File: src/rtl/sram_controller.sv
// Splits a 32-bit load/store into low then high 16-bit SRAM accesses, each held SRAM_WAIT cycles.
// Latency 2*SRAM_WAIT+2 cycles; ready drops combinationally on request and rises in DONE to release the pipeline.
module sram_controller #(
    parameter int SRAM_WAIT = 2,
    parameter int DATA_BASE = 1024
) (
    input  logic        clk,
    input  logic        rst,
    input  logic        rd_en,
    input  logic        wr_en,
    input  logic [31:0] address,
    input  logic [31:0] write_data,
    output logic [31:0] read_data,
    output logic        ready,
    output logic [17:0] sram_addr,
    output logic [15:0] sram_dq_out,
    output logic        sram_dq_oe,
    input  logic [15:0] sram_dq_in,
    output logic        sram_we_n
);

    typedef enum logic [1:0] {
        IDLE = 2'd0,
        LO   = 2'd1,
        HI   = 2'd2,
        DONE = 2'd3
    } state_t;

    localparam int              CNT_W    = (SRAM_WAIT > 1) ? $clog2(SRAM_WAIT) : 1;
    localparam logic [CNT_W-1:0] CNT_LAST = CNT_W'(SRAM_WAIT - 1);
    localparam logic [31:0]      BASE     = 32'(DATA_BASE);

    state_t           state, state_nxt;
    logic [CNT_W-1:0] cnt, cnt_nxt;
    logic             op_wr;
    logic [16:0]      idx_q;
    logic [31:0]      wdata_q;

    logic        req;
    logic        last;
    logic [31:0] offset;
    logic        unused_offset_bits;

    assign req    = rd_en | wr_en;
    assign last   = (cnt == CNT_LAST);
    assign offset = address - BASE;
    // Out-of-range addresses simply wrap onto the 2^17-word SRAM.
    assign unused_offset_bits = ^{offset[31:19], offset[1:0]};

    always_ff @(posedge clk or posedge rst) begin
        if (rst) begin
            state <= IDLE;
            cnt   <= '0;
        end else begin
            state <= state_nxt;
            cnt   <= cnt_nxt;
        end
    end

    always_comb begin
        state_nxt = state;
        cnt_nxt   = cnt;
        case (state)
            IDLE: begin
                if (req) begin
                    state_nxt = LO;
                    cnt_nxt   = '0;
                end
            end
            LO: begin
                if (last) begin
                    state_nxt = HI;
                    cnt_nxt   = '0;
                end else begin
                    cnt_nxt = cnt + CNT_W'(1);
                end
            end
            HI: begin
                if (last) begin
                    state_nxt = DONE;
                    cnt_nxt   = '0;
                end else begin
                    cnt_nxt = cnt + CNT_W'(1);
                end
            end
            default: begin
                state_nxt = IDLE;
                cnt_nxt   = '0;
            end
        endcase
    end

    // Operands are captured once so the access is immune to later input changes.
    always_ff @(posedge clk or posedge rst) begin
        if (rst) begin
            op_wr   <= 1'b0;
            idx_q   <= '0;
            wdata_q <= '0;
        end else if (state == IDLE && req) begin
            op_wr   <= wr_en;
            idx_q   <= offset[18:2];
            wdata_q <= write_data;
        end
    end

    always_ff @(posedge clk or posedge rst) begin
        if (rst) begin
            read_data <= '0;
        end else if (!op_wr && last) begin
            if (state == LO) begin
                read_data[15:0] <= sram_dq_in;
            end else if (state == HI) begin
                read_data[31:16] <= sram_dq_in;
            end
        end
    end

    always_comb begin
        ready       = 1'b0;
        sram_addr   = '0;
        sram_dq_out = '0;
        sram_dq_oe  = 1'b0;
        sram_we_n   = 1'b1;
        case (state)
            IDLE: begin
                ready = !req;
            end
            LO: begin
                sram_addr = {idx_q, 1'b0};
                if (op_wr) begin
                    sram_dq_out = wdata_q[15:0];
                    sram_dq_oe  = 1'b1;
                    sram_we_n   = 1'b0;
                end
            end
            HI: begin
                sram_addr = {idx_q, 1'b1};
                if (op_wr) begin
                    sram_dq_out = wdata_q[31:16];
                    sram_dq_oe  = 1'b1;
                    sram_we_n   = 1'b0;
                end
            end
            default: begin
                ready = 1'b1;
            end
        endcase
    end

endmodule

File: config.mk
export PLATFORM = sky130hd
export DESIGN_NAME = sram_controller
export DESIGN_NICKNAME = d
export VERILOG_FILES = /design/src/rtl/sram_controller.sv
export SDC_FILE = /design/constraint.sdc
export NUM_CORES = 1
export LEC_CHECK = 0
export CAP_MARGIN = 10
export CELL_PAD_IN_SITES_DETAIL_PLACEMENT = 1
export CELL_PAD_IN_SITES_GLOBAL_PLACEMENT = 1
export CORE_MARGIN = 8
export CORE_UTILIZATION = 29
export DETAILED_ROUTE_END_ITERATION = 8
export PLACE_DENSITY = 0.8
export SLEW_MARGIN = 20
export SYNTH_ARGS = -nofsm -noshare
export SYNTH_HDL_FRONTEND = slang
export SYNTH_SLANG_ARGS = --single-unit
File: constraint.sdc
create_clock -name clk -period 3.3 [get_ports clk]
set_clock_uncertainty 0.05 [all_clocks]
set_input_delay 0.99 -clock clk [delete_from_list [all_inputs] [get_ports clk]]
set_output_delay 0.99 -clock clk [all_outputs]
set_load 0.01 [all_outputs]
Figure 1. The metal 1 layer (run 1).
Scale bar: 50 um.
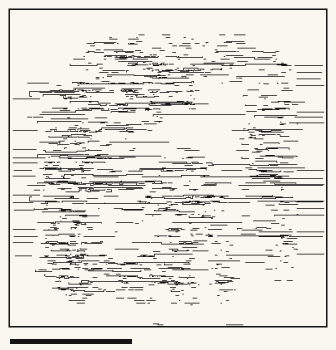
longest straight run	38.2 um
nets with wire on the layer	523
wire length on this layer	4800 um

Figure 2. Signal wires on met2 (run 1).
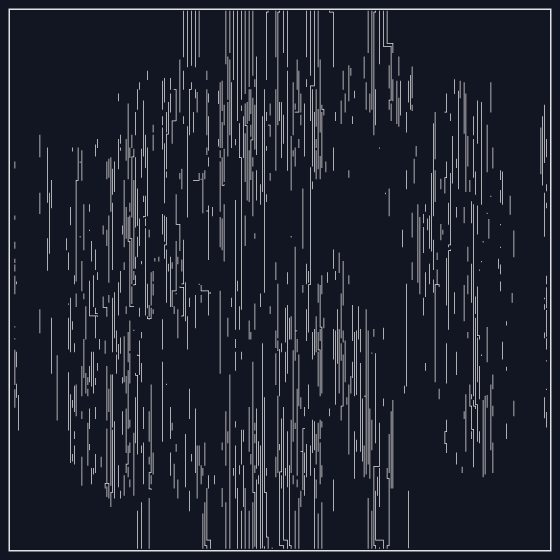
share of all routed wire	50%
longest straight run	49.0 um
wire length on this layer	5660 um
main direction	vertical
met2 capacity usage during global routing: 24.4%
wire length reported by the detailed router: 11.4 mm

Figure 3. Met3 routing (run 1).
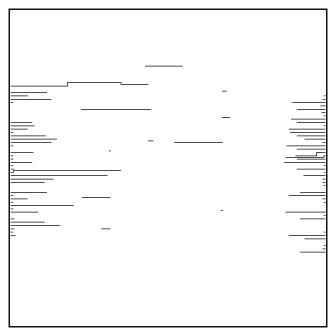
longest straight run	43.9 um
wire length on this layer	791 um
main direction	horizontal

==> impl_results.rst, run 1 <==
Flow metrics
------------

.. list-table::
   :header-rows: 1

   * - Metric
     - Value
   * - Outcome
     - finished clean
   * - Final weighted congestion in routability-driven placement
     - 0.736
   * - Largest voltage drop on the vdd net
     - 399 uV
   * - Post-route insts no fill
     - 690
   * - Total length of routed met3 wires
     - 790 um
   * - Number of placed instances with taps included
     - 672
   * - Top Layout Cells
     - 132 x sky130_fd_sc_hd__clkdlybuf4s50_1, 129 x sky130_fd_sc_hd__nand2_1, 84 x sky130_fd_sc_hd__dfrtp_1
   * - Area of the chip
     - 0.0167 mm2
   * - Power density over the cells
     - 984 mW/mm2
   * - Post-synth cell types
     - 31
   * - Max incr delay on CP
     - 0.42 ns
   * - Residual overflow from global routing
     - 0
   * - Pre-CTS setup slack
     - -0.344 ns
   * - Number of nets at the end of the flow
     - 602
   * - Fraction of registers with async set or reset after synthesis
     - 100%
   * - Max Cap Viol
     - 0
   * - Insertion delay at the late pin of the worst-skew pair
     - 0.32 ns
   * - Worst relative slew slack
     - 39.0%
   * - Highest-count logic cell in the final layout
     - sky130_fd_sc_hd__clkdlybuf4s50_1
   * - Clock period minus worst slack
     - 3.21 ns
   * - Post-synthesis cell area
     - 0.00373 mm2
   * - Top logic cell family in the synthesized netlist
     - simple AND/OR/NAND/NOR gates
   * - Number of DRC violations after detailed-routing iteration 0
     - 108
   * - CP Launch Point
     - wr_en
   * - Compound-cell area share of the yosys netlist
     - 6.14%
   * - Filler Cells Inserted
     - 1383
   * - Final standard cell area without fillers
     - 0.00581 mm2
   * - WP data arrival
     - 2.17 ns
   * - Sequential cell area fraction in the yosys report
     - 57.0%
   * - Maximum number of pins on one net before global-route repair
     - 56
   * - Sum of net half-perimeters after detailed placement
     - 8.38 mm
   * - Uppermost routed layer
     - met4
   * - Switching power of the nets
     - 1930 uW
   * - Total routing resource utilization after global routing
     - 13.8%
   * - Leakage Power
     - 0.00262 uW
   * - Count of instantiated cells in the yosys netlist
     - 370
   * - Xor+xnor area frac
     - 0.235%
   * - Kind of critical path
     - in -> out
   * - Number of port buffers
     - 137
   * - Area post-placement
     - 0.00536 mm2
   * - Height of the die
     - 129 um
   * - Primary FF master, synth
     - sky130_fd_sc_hd__dfrtp_1
   * - Share of the core filled by cells before placement
     - 29.7%
   * - Combinational cell fraction of total power
     - 46.4%
   * - Sort of element at the end of the critical path
     - primary output
   * - Met2 routed WL
     - 5.66 mm
   * - Antenna diode count
     - 0
   * - Total core area
     - 0.0126 mm2
   * - Antenna violations before repair
     - 0
   * - Boundary pin count
     - 153
   * - Setup crit end
     - ready
   * - R2r startpoint
     - state[1]$_DFFE_PP0P_
   * - Synthesized area divided by synthesized cell count
     - 10.1 um2
   * - Final sum of negative setup slack
     - 0 ns
   * - Net count after synthesis
     - 459
   * - Hold slack final
     - 0.417 ns
   * - Post-synthesis mux area share
     - 9.97%
   * - Part of the total power dissipated in the clock network
     - 21.3%
   * - Vias in the first global route
     - 3554
   * - Post-detailed-route DRC marker count
     - 0
   * - Yosys synthesis warning count
     - 0
   * - Master of the slowest instance on the critical path
     - sky130_fd_sc_hd__clkdlybuf4s50_1
   * - Final antenna-violating net count
     - 0
   * - Number of max-slew violations in the final report
     - 0
   * - R2R Path End
     - read_data[1]$_DFFE_PP0P_
   * - Cell types with the largest area share after synthesis
     - sky130_fd_sc_hd__dfrtp_1 57%, sky130_fd_sc_hd__nand2_1 13%, sky130_fd_sc_hd__mux2_2 10%
   * - Yosys top cell by instances
     - sky130_fd_sc_hd__nand2_1
   * - Root buffer cell
     - sky130_fd_sc_hd__clkbuf_16
   * - Cell-by-cell listing of the critical path
     - clkdlybuf4s50_1 -> or3b_4 -> nand2b_1 -> clkdlybuf4s15_2
   * - Total number of clock tree sinks
     - 85
   * - Worst path depth
     - 4
   * - Post-synthesis instance total
     - 370
   * - Met3 usage
     - 4.27%
   * - Max Buffers Root-to-Sink
     - 2
   * - Final setup slack of the worst path
     - 0.0882 ns
   * - Cell accounting for the most synthesized area
     - sky130_fd_sc_hd__dfrtp_1
   * - WP data required
     - 2.26 ns
   * - Floorplan die width
     - 129 um
   * - CTS buffer count
     - 9
   * - Bufs and invs on worst path
     - 2
   * - Mean routed wirelength per cell
     - 16.5 um
   * - First-pass GRT wire length
     - 18.0 mm
   * - Classification of the worst-slack hold path
     - reg -> reg
   * - Post-layout total power
     - 5720 uW
   * - Cell count of the worst reg-to-reg path
     - 4
   * - Internal power
     - 3790 uW
   * - Fin crit share
     - 97.3%
   * - Count of tool warnings
     - 44
   * - Type of element launching the critical path
     - input pin
   * - Busiest grt layer
     - met2
   * - Floorplan row count
     - 41
   * - Yosys-reported design area after synthesis
     - 0.00373 mm2
   * - Met1 wire length
     - 4.80 mm
   * - Fraction of the mapped netlist area in adder cells
     - 1.68%
   * - Leading cell types by count after synthesis
     - 129 x sky130_fd_sc_hd__nand2_1, 85 x sky130_fd_sc_hd__dfrtp_1, 33 x sky130_fd_sc_hd__mux2_2, 22 x sky130_fd_sc_hd__nor2_1, 17 x sky130_fd_sc_hd__and2_1
   * - Actual transition at the worst max-transition pin
     - 0.913 ns
   * - Synth Area in Simple Gates
     - 22.0%
   * - Top area contributor share
     - 57.0%
   * - Clock-pin slew on the worst setup and hold paths
     - 0.06 ns
   * - Fraction of power spent switching nets
     - 33.8%
   * - Achievable Freq
     - 311 MHz
   * - Number of buffers inserted by hold repair at cts
     - 0
   * - Share of power burned in registers
     - 32.3%
   * - Endpoints failing hold
     - 0
   * - Biggest fanout along the worst timing path
     - 4
   * - Relative area change from synthesis to final layout
     - 55.9%
   * - RSZ-0062 raised after global routing
     - false
   * - Clock tree from TritonCTS
     - done
   * - Synth Register Bits
     - 85
   * - Number of enable flip-flop cells
     - 0
   * - R2r setup slk
     - 1.22 ns
   * - Setup violators final
     - 0
   * - CTS H-tree depth
     - 3
   * - Vias after detailed routing
     - 3142
   * - Fraction of final layout cells with drive strength greater than 1
     - 15.1%
   * - First-pass detailed-route iteration total
     - 4
run 1: how the worst min path moves through the flow:
stage                                        from                      end  slack, ns  cells past startpoint
after global routing      wdata_q[14]$_DFFE_PP0P_  wdata_q[14]$_DFFE_PP0P_       0.45                      2
after floorplan              idx_q[0]$_DFFE_PP0P_     idx_q[0]$_DFFE_PP0P_       0.39                      2
after detailed placement     idx_q[3]$_DFFE_PP0P_     idx_q[3]$_DFFE_PP0P_       0.40                      2
final                        idx_q[3]$_DFFE_PP0P_     idx_q[3]$_DFFE_PP0P_       0.42                      2
after global placement       idx_q[7]$_DFFE_PP0P_     idx_q[7]$_DFFE_PP0P_       0.40                      2
after CTS                    idx_q[3]$_DFFE_PP0P_     idx_q[3]$_DFFE_PP0P_       0.42                      2
run 1: area by class of cell:
type	count	area (um2)	share of cell area (%)
clock buffers	9	225	3.88
clock inverters	7	138	2.37
inverters	7	27.5	0.474
multi-input cells	259	1550	26.7
flip-flops and latches	85	2130	36.6
well taps	172	215	3.70
repair buffers	151	1520	26.2
run 1: flip-flops by register name (all words and copies together), names as in the netlist:
register and cells:
idx_q 17, op_wr 1, read_data 32, state 2
wdata_q 32, cnt 1
run 1: what timing repair did:
action | CTS | global route
setup buffers | 0 | 1
gates resized | 9 | 12
cloned | 1 | 0
endpoints found under the setup margin | 18 | 32
run 1: power groups by stage:
stage / clock network, uW / registers (uW) / logic, uW
6_report: 1220 / 1850 / 2660
2_1_floorplan: 0 / 1890 / 1220
4_1_cts: 1260 / 1850 / 2650
5_1_grt: 1290 / 1910 / 2920
3_5_place_dp: 0 / 1860 / 2600
3_3_place_gp: 0 / 1820 / 2510
==> run 2: changes to the inputs <==
--- a/config.mk
+++ b/config.mk
@@ -10,6 +10,7 @@
 export CELL_PAD_IN_SITES_GLOBAL_PLACEMENT = 1
 export CORE_MARGIN = 8
 export CORE_UTILIZATION = 29
+export CTS_CLUSTER_DIAMETER = 120
 export DETAILED_ROUTE_END_ITERATION = 8
 export PLACE_DENSITY = 0.8
 export SLEW_MARGIN = 20
Figure 4. The metal 1 layer (run 2).
Scale bar: 50 um.
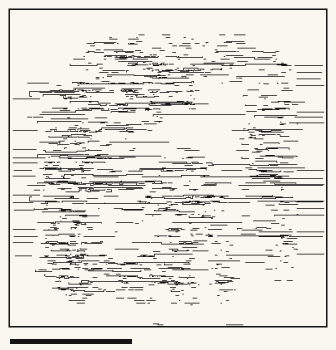
nets with wire on the layer	523
main direction	horizontal
longest straight run	38.2 um
share of all routed wire	42%
wire length on this layer	4800 um

==> run 2 against run 1 <==
  * Maximum frequency did not move
  * Sequential share of layout area unchanged
  * First-iteration DRC count stayed put
  * Setup slack is the same
  * Clock power hardly changed
  * Combinational power about the same
  * Synthesized cell count stayed put
  * Hold slack is the same
  * Largest power group unchanged
  * Highest routed layer unchanged
==> impl_results.rst, run 2 <==
Flow metrics
------------

.. list-table::
   :header-rows: 1

   * - Metric
     - Value
   * - Number of max-slew violations in the final report
     - 0
   * - Number of port buffers
     - 137
   * - Sequential cell area fraction in the yosys report
     - 57.0%
   * - RSZ-0062 raised after global routing
     - false
   * - Vias after detailed routing
     - 3142
   * - Root buffer cell
     - sky130_fd_sc_hd__clkbuf_16
   * - Post-synthesis cell area
     - 0.00373 mm2
   * - Yosys top cell by instances
     - sky130_fd_sc_hd__nand2_1
   * - Number of placed instances with taps included
     - 672
   * - Wire length reported by the detailed router
     - 11.4 mm
   * - Max Cap Viol
     - 0
   * - Final antenna-violating net count
     - 0
   * - Post-detailed-route DRC marker count
     - 0
   * - Antenna diode count
     - 0
   * - Pre-CTS setup slack
     - -0.344 ns
   * - Boundary pin count
     - 153
   * - Antenna violations before repair
     - 0
   * - Worst Hold Endpoint
     - idx_q[3]$_DFFE_PP0P_
   * - Top delay family on crit path
     - buffers and inverters
   * - Kind of critical path
     - in -> out
   * - Cell count of the worst reg-to-reg path
     - 4
   * - Total core area
     - 0.0126 mm2
   * - Total number of clock tree sinks
     - 85
   * - Leakage Power
     - 0.00262 uW
   * - Fraction of registers with async set or reset after synthesis
     - 100%
   * - CTS H-tree depth
     - 3
   * - Cell types with the largest area share after synthesis
     - sky130_fd_sc_hd__dfrtp_1 57%, sky130_fd_sc_hd__nand2_1 13%, sky130_fd_sc_hd__mux2_2 10%
   * - R2r startpoint
     - state[1]$_DFFE_PP0P_
   * - Cell-by-cell listing of the critical path
     - clkdlybuf4s50_1 -> or3b_4 -> nand2b_1 -> clkdlybuf4s15_2
   * - Highest-count logic cell in the final layout
     - sky130_fd_sc_hd__clkdlybuf4s50_1
   * - Sort of element at the end of the critical path
     - primary output
   * - Yosys synthesis warning count
     - 0
   * - Mean routed wirelength per cell
     - 16.5 um
   * - Final standard cell area without fillers
     - 0.00581 mm2
   * - First-pass GRT wire length
     - 18.0 mm
   * - Number of nets at the end of the flow
     - 602
   * - Classification of the worst-slack hold path
     - reg -> reg
   * - Post-route insts no fill
     - 690
   * - Sum of net half-perimeters after detailed placement
     - 8.38 mm
   * - Largest registers
     - read_data (32), wdata_q (32), idx_q (17)
   * - CP Launch Point
     - wr_en
   * - Worst path depth
     - 4
   * - Number of buffers inserted by hold repair at cts
     - 0
   * - Share of the core filled by cells before placement
     - 29.7%
   * - Height of the die
     - 129 um
   * - Floorplan die width
     - 129 um
   * - First-pass detailed-route iteration total
     - 4
   * - Number of enable flip-flop cells
     - 0
   * - Power density over the cells
     - 984 mW/mm2
   * - Post-synthesis instance total
     - 370
   * - Worst relative slew slack
     - 39.0%
   * - Area post-placement
     - 0.00536 mm2
   * - Actual transition at the worst max-transition pin
     - 0.913 ns
   * - Leading cell types by count after synthesis
     - 129 x sky130_fd_sc_hd__nand2_1, 85 x sky130_fd_sc_hd__dfrtp_1, 33 x sky130_fd_sc_hd__mux2_2, 22 x sky130_fd_sc_hd__nor2_1, 17 x sky130_fd_sc_hd__and2_1
   * - Floorplan row count
     - 41
   * - Net count after synthesis
     - 459
   * - Relative area change from synthesis to final layout
     - 55.9%
   * - Number of DRC violations after detailed-routing iteration 0
     - 108
   * - Vias in the first global route
     - 3554
   * - Final setup slack of the worst path
     - 0.0882 ns
   * - Residual overflow from global routing
     - 0
   * - Hold slack final
     - 0.417 ns
   * - Primary FF master, synth
     - sky130_fd_sc_hd__dfrtp_1
   * - Maximum number of pins on one net before global-route repair
     - 56
   * - Count of instantiated cells in the yosys netlist
     - 370
   * - Post-layout total power
     - 5720 uW
   * - Fin crit share
     - 97.3%
   * - Top area contributor share
     - 57.0%
   * - DR vias/cell
     - 4.55
   * - WP data arrival
     - 2.17 ns
   * - Setup violators final
     - 0
   * - Largest voltage drop on the vdd net
     - 399 uV
   * - Biggest fanout along the worst timing path
     - 4
   * - Clock period minus worst slack
     - 3.21 ns
   * - Insertion delay at the late pin of the worst-skew pair
     - 0.32 ns
   * - Area of the chip
     - 0.0167 mm2
   * - Source of the worst hold timing path
     - idx_q[3]$_DFFE_PP0P_
   * - Outcome
     - finished clean
   * - WP data required
     - 2.26 ns
   * - Setup crit end
     - ready
   * - Cell accounting for the most synthesized area
     - sky130_fd_sc_hd__dfrtp_1
   * - Achievable Freq
     - 311 MHz
   * - Count of tool warnings
     - 44
   * - Final sum of negative setup slack
     - 0 ns
   * - Final weighted congestion in routability-driven placement
     - 0.736
   * - Synth Register Bits
     - 85
   * - Bufs and invs on worst path
     - 2
   * - Type of element launching the critical path
     - input pin
   * - Endpoints failing hold
     - 0
   * - Clock-pin slew on the worst setup and hold paths
     - 0.06 ns
   * - Max incr delay on CP
     - 0.42 ns
   * - Worst hold path depth
     - 2
   * - Synthesized area divided by synthesized cell count
     - 10.1 um2
   * - Max Buffers Root-to-Sink
     - 2
   * - CTS buffer count
     - 9
   * - Top Layout Cells
     - 132 x sky130_fd_sc_hd__clkdlybuf4s50_1, 129 x sky130_fd_sc_hd__nand2_1, 84 x sky130_fd_sc_hd__dfrtp_1
   * - Post-synth cell types
     - 31
   * - R2r setup slk
     - 1.22 ns
   * - Clock tree from TritonCTS
     - done
   * - Yosys-reported design area after synthesis
     - 0.00373 mm2
   * - R2R Path End
     - read_data[1]$_DFFE_PP0P_
   * - Fraction of final layout cells with drive strength greater than 1
     - 15.1%
   * - Master of the slowest instance on the critical path
     - sky130_fd_sc_hd__clkdlybuf4s50_1
Figure 5. Routing congestion map (run 2).
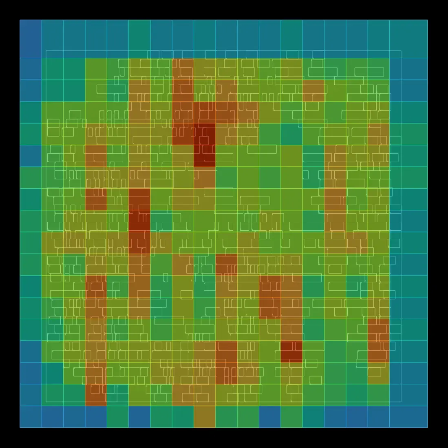
met3 usage: 4.27%
GR Layer Usage met1: 15.5%
busiest grt layer: met2
final core area utilization: 46.2%
total routing resource utilization after global routing: 13.8%

==> run 2: routing by layer <==
metal  up-vias  wire length (um)  GRT usage [%]  share of wire, %
li1       1498                 -              -                 -
met5         -                 0              0                 0
met1      1546              4800           15.5                42
met3         9               790           4.27               7.0
met4         0               104           4.35              0.92
met2        89              5660           24.4                50
==> run 2: area by class of cell <==
type / instances / area (um2)
Clock buffer: 9 / 225
Clock inverter: 7 / 138
Fill cell: 1383 / 6760
Inverter: 7 / 27.5
Multi-Input combinational cell: 259 / 1550
Sequential cell: 85 / 2130
Tap cell: 172 / 215
Timing Repair Buffer: 151 / 1520
==> run 2: report_power, final <==
part / total, uW / leakage [uW] / internal (uW) / switching (uW)
logic: 2660 / 0.00142 / 1410 / 1250
registers: 1850 / 0.00103 / 1570 / 281
clock network: 1220 / 0.000175 / 813 / 405
total: 5720 / 0.00262 / 3790 / 1930
==> run 2: worst register-to-register path, stage by stage, from the launching register on <==
cell and delay (ns):
sky130_fd_sc_hd__dfrtp_1 0.39, sky130_fd_sc_hd__inv_1 0.15, sky130_fd_sc_hd__ha_4 0.19, sky130_fd_sc_hd__nand3b_1 0.63
sky130_fd_sc_hd__mux2_2 0.55
==> run 2: cell families (layout without fill, tap and decap cells) <==
kind of cell             count (synthesis)  in the layout  synth area share [%]
adder cells (fa/ha/maj)                  5              5                  1.68
AND/OR/NAND/NOR                        187            187                  22.0
XOR/XNOR                                 1              1                 0.235
AND-OR/OR-AND                           33             33                  6.14
buffers and inverters                   26            174                  2.89
flip-flops                              85             85                  57.0
multiplexers                            33             33                  9.97
==> run 2: what timing repair did <==
action	in CTS	in global routing
resized	9	12
gates cloned	1	0
setup buffers	0	1
setup endpoints to repair	18	32
==> run 3: changes to the inputs <==
--- a/config.mk
+++ b/config.mk
@@ -8,9 +8,9 @@
 export CAP_MARGIN = 10
 export CELL_PAD_IN_SITES_DETAIL_PLACEMENT = 1
 export CELL_PAD_IN_SITES_GLOBAL_PLACEMENT = 1
-export CORE_MARGIN = 8
+export CORE_MARGIN = 2
 export CORE_UTILIZATION = 29
-export CTS_CLUSTER_DIAMETER = 120
+export CTS_CLUSTER_DIAMETER = 50
 export DETAILED_ROUTE_END_ITERATION = 8
 export PLACE_DENSITY = 0.8
 export SLEW_MARGIN = 20
Figure 6. Signal wires on met2 (run 3).
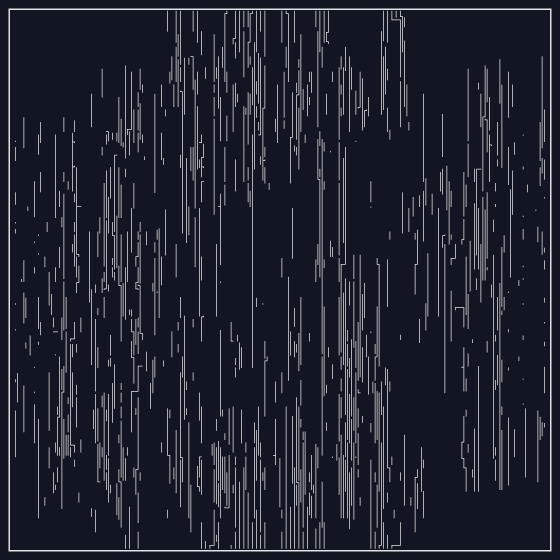
main direction	vertical
nets with wire on the layer	513
share of all routed wire	49%

==> run 3 against run 2 <==
  * Die size fell by 18%
  * Final cell count grew 0.29%
  * Critical path depth grew 2
  * Clock power fell by about 10%
  * Hold slack worse by 0.0027 ns
  * Core utilization decreased by 0.30 points
  * First-iteration DRC count decreased by 3.7%
  * Maximum frequency shrank 0.78%
  * Global-route usage rose by 1.9 points
  * Critical path type is now reg -> out
  * Highest routed layer unchanged
==> impl_results.rst, run 3 <==
Flow metrics
------------

.. list-table::
   :header-rows: 1

   * - Metric
     - Value
   * - R2r startpoint
     - state[1]$_DFFE_PP0P_
   * - Met2 capacity usage during global routing
     - 27.2%
   * - Sum of net half-perimeters after detailed placement
     - 7.54 mm
   * - Final sum of negative setup slack
     - 0 ns
   * - Total routing resource utilization after global routing
     - 15.7%
   * - Yosys-reported design area after synthesis
     - 0.00373 mm2
   * - Layout clock buffers
     - 9
   * - Number of non-clock buffers
     - 153
   * - Source of the worst hold timing path
     - idx_q[0]$_DFFE_PP0P_
   * - Fraction of final layout cells with drive strength greater than 1
     - 15.0%
   * - Number of port buffers
     - 137
   * - Number of DRC violations after detailed-routing iteration 0
     - 104
   * - Relative area change from synthesis to final layout
     - 54.9%
   * - Yosys top cell by instances
     - sky130_fd_sc_hd__nand2_1
   * - Power density over the cells
     - 961 mW/mm2
   * - Post-detailed-route DRC marker count
     - 0
   * - Final weighted congestion in routability-driven placement
     - 0.737
   * - Endpoints failing hold
     - 0
   * - Master of the slowest instance on the critical path
     - sky130_fd_sc_hd__clkdlybuf4s50_1
   * - Leading cell types by count after synthesis
     - 129 x sky130_fd_sc_hd__nand2_1, 85 x sky130_fd_sc_hd__dfrtp_1, 33 x sky130_fd_sc_hd__mux2_2, 22 x sky130_fd_sc_hd__nor2_1, 17 x sky130_fd_sc_hd__and2_1
   * - Primary FF master, synth
     - sky130_fd_sc_hd__dfrtp_1
   * - Registers
     - 85
   * - Cell types with the largest area share after synthesis
     - sky130_fd_sc_hd__dfrtp_1 57%, sky130_fd_sc_hd__nand2_1 13%, sky130_fd_sc_hd__mux2_2 10%
   * - Bufs and invs on worst path
     - 3
   * - Share of the final layout cell area in multi-input gates
     - 26.8%
   * - DR vias/cell
     - 4.57
   * - Register cell area after layout
     - 0.00213 mm2
   * - Final setup slack of the worst path
     - 0.0629 ns
   * - Biggest fanout along the worst timing path
     - 18
   * - Height of the die
     - 117 um
   * - Filler Cells Inserted
     - 1423
   * - Post-synthesis cell area
     - 0.00373 mm2
   * - Clock-pin slew on the worst setup and hold paths
     - 0.06 ns
   * - Worst relative slew slack
     - 40.7%
   * - Fin crit share
     - 98.1%
   * - Number of buffers inserted by hold repair at cts
     - 0
   * - Cell accounting for the most synthesized area
     - sky130_fd_sc_hd__dfrtp_1
   * - Synth Register Bits
     - 85
   * - Net count after synthesis
     - 459
   * - Setup violators final
     - 0
   * - Top delay family on crit path
     - buffers and inverters
   * - Max Cap Viol
     - 0
   * - CTS buffer count
     - 9
   * - Yosys synthesis warning count
     - 0
   * - Pre-CTS setup slack
     - -0.343 ns
   * - Total core area
     - 0.0126 mm2
   * - Count of tool warnings
     - 44
   * - Number of nets at the end of the flow
     - 604
   * - Post-synthesis mux area share
     - 9.97%
   * - Floorplan die width
     - 117 um
   * - Antenna violations before repair
     - 0
   * - Share of the core filled by cells before placement
     - 29.7%
   * - Multi-Input Combinational
     - 259
   * - Inverters
     - 7
   * - Top logic cell family in the synthesized netlist
     - simple AND/OR/NAND/NOR gates
   * - Max Buffers Root-to-Sink
     - 2
   * - Area of the chip
     - 0.0138 mm2
   * - Clock period minus worst slack
     - 3.24 ns
   * - Vias in the first global route
     - 3477
   * - Type of element launching the critical path
     - flop
   * - Root buffer cell
     - sky130_fd_sc_hd__clkbuf_16
   * - Sort of element at the end of the critical path
     - primary output
   * - Fraction of registers with async set or reset after synthesis
     - 100%
   * - Residual overflow from global routing
     - 0
   * - Number of enable flip-flop cells
     - 0
   * - Count of instantiated cells in the yosys netlist
     - 370
   * - CP Launch Point
     - state[0]$_DFFE_PP0P_
   * - Floorplan row count
     - 41
   * - Boundary pin count
     - 153
   * - Actual transition at the worst max-transition pin
     - 0.887 ns
   * - WP data arrival
     - 2.20 ns
   * - WP data required
     - 2.26 ns
   * - Area-dominant cell class after layout
     - sequential cells
   * - Highest-count logic cell in the final layout
     - sky130_fd_sc_hd__clkdlybuf4s50_1
   * - Fraction of the mapped netlist area in adder cells
     - 1.68%
   * - Antenna diode count
     - 0
   * - Xor+xnor area frac
     - 0.235%
   * - Top area contributor share
     - 57.0%
   * - Largest registers
     - read_data (32), wdata_q (32), idx_q (17)
   * - Max incr delay on CP
     - 0.56 ns
   * - Signal buf overhead
     - 26.5%
   * - Sequential fraction of total cell area
     - 36.8%
   * - Kind of critical path
     - reg -> out
   * - Number of max-slew violations in the final report
     - 0
   * - Post-synth cell types
     - 31
   * - Maximum number of pins on one net before global-route repair
     - 45
   * - Clock tree from TritonCTS
     - done
   * - Leakage Power
     - 0.00256 uW
   * - Tap Cells
     - 172
   * - Outcome
     - finished clean
   * - Cell-by-cell listing of the critical path
     - inv_1 -> ha_4 -> nand2_1 -> buf_4 -> nor2_1 -> clkdlybuf4s50_1
   * - Busiest grt layer
     - met2
   * - Compound-cell area share of the yosys netlist
     - 6.14%
   * - Sequential cell area fraction in the yosys report
     - 57.0%
   * - First-pass GRT wire length
     - 17.3 mm
   * - Mean routed wirelength per cell
     - 15.3 um
   * - Post-synthesis instance total
     - 370
   * - Classification of the worst-slack hold path
     - reg -> reg
   * - Area of combinational cells with multiple inputs
     - 0.00155 mm2
   * - Area post-placement
     - 0.00536 mm2
   * - Achievable Freq
     - 309 MHz
   * - Final antenna-violating net count
     - 0
   * - Final standard cell area without fillers
     - 0.00577 mm2
   * - First-pass detailed-route iteration total
     - 4
Figure 7. Met3 routing (run 3).
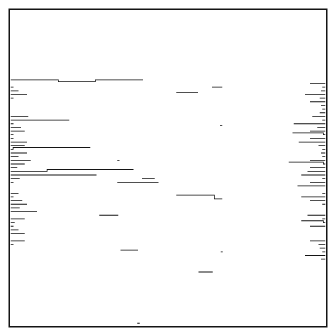
wire length reported by the detailed router: 10.6 mm
met3 usage: 3.89%
vias after detailed routing: 3160

run 3: cell counts after synthesis:
No cell type changed its count.
run 3: cell families after synthesis:
family                   Yosys count
XOR/XNOR                           1
AND-OR/OR-AND                     33
flip-flops                        85
AND/OR/NAND/NOR                  187
adder cells (fa/ha/maj)            5
buffers and inverters             26
multiplexers                      33
run 3: where the power goes:
| group | leakage, uW | total [uW] | switching, uW | internal [uW] |
|---|---|---|---|---|
| Combinational | 0.00139 | 2630 | 1230 | 1390 |
| Clock | 0.000148 | 1090 | 423 | 665 |
| Sequential | 0.00103 | 1840 | 271 | 1560 |
run 3: routing by layer:
layer	wire [um]	up-vias	share of wire [%]
met5	0	-	0
met4	145	0	1.4
met1	4680	1549	44
met3	551	11	5.2
li1	-	1504	-
met2	5230	96	49
run 3: metrics by stage:
step                      total power (uW)  utilization [%]  std cells  hold WS, ns
final                                 5550             45.9        692        0.414
after global routing                  5960             45.9        692        0.460
after CTS                             5540             45.3        688        0.421
after detailed placement              4420             42.7        672        0.405
after global placement                4300             42.7        672        0.404
after floorplan                       3110                -        370        0.387
run 3: what timing repair did:
item                                    CTS  global route
resized                                   5             9
buffers inserted                          0             4
hold endpoints to repair                  0             0
endpoints found under the setup margin   11            27
run 3: path summary, 6_finish.rpt:
check	endpoint	slack, ns	cells past startpoint
setup / recovery	sram_dq_out[1]	0.06	6
setup reg to reg	read_data[3]$_DFFE_PP0P_	1.21	4
min in group asynchronous	read_data[11]$_DFFE_PP0P_	0.90	2
hold / removal	idx_q[0]$_DFFE_PP0P_	0.41	2
hold reg to reg	idx_q[0]$_DFFE_PP0P_	0.41	2
max in group asynchronous	read_data[6]$_DFFE_PP0P_	1.65	3

## Gallery

Nets reached from selected ports.
(a)
Scale bar: 50 um.
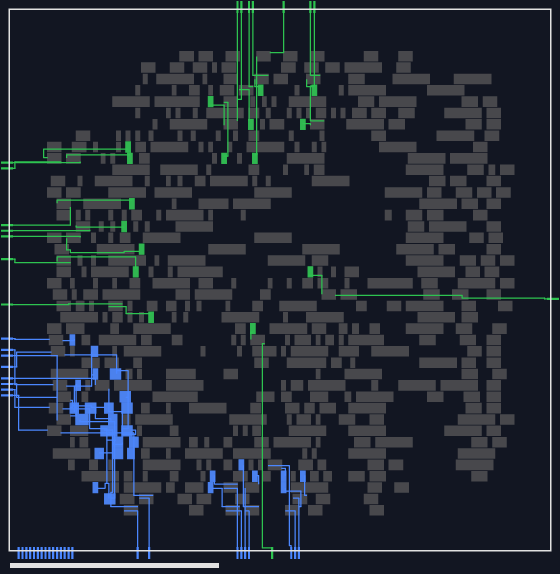
(b)
Scale bar: 20 um.
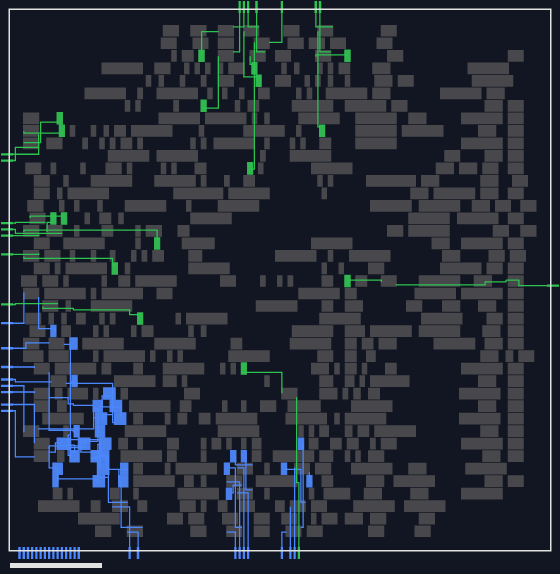
The one with the largest die is (a).
- run 3 = (b)
- run 1 = (a)

Key to (a):
color	port	direction	edge	end cells	buffers	wire
blue	`address`	input	24 bottom, 8 left	28	17	560 um
green	`sram_dq_out`	output	7 left, 7 top, 1 right, 1 bottom	16	16	577 um

Power figures rest on the tool's default switching activity, not on a simulated workload.
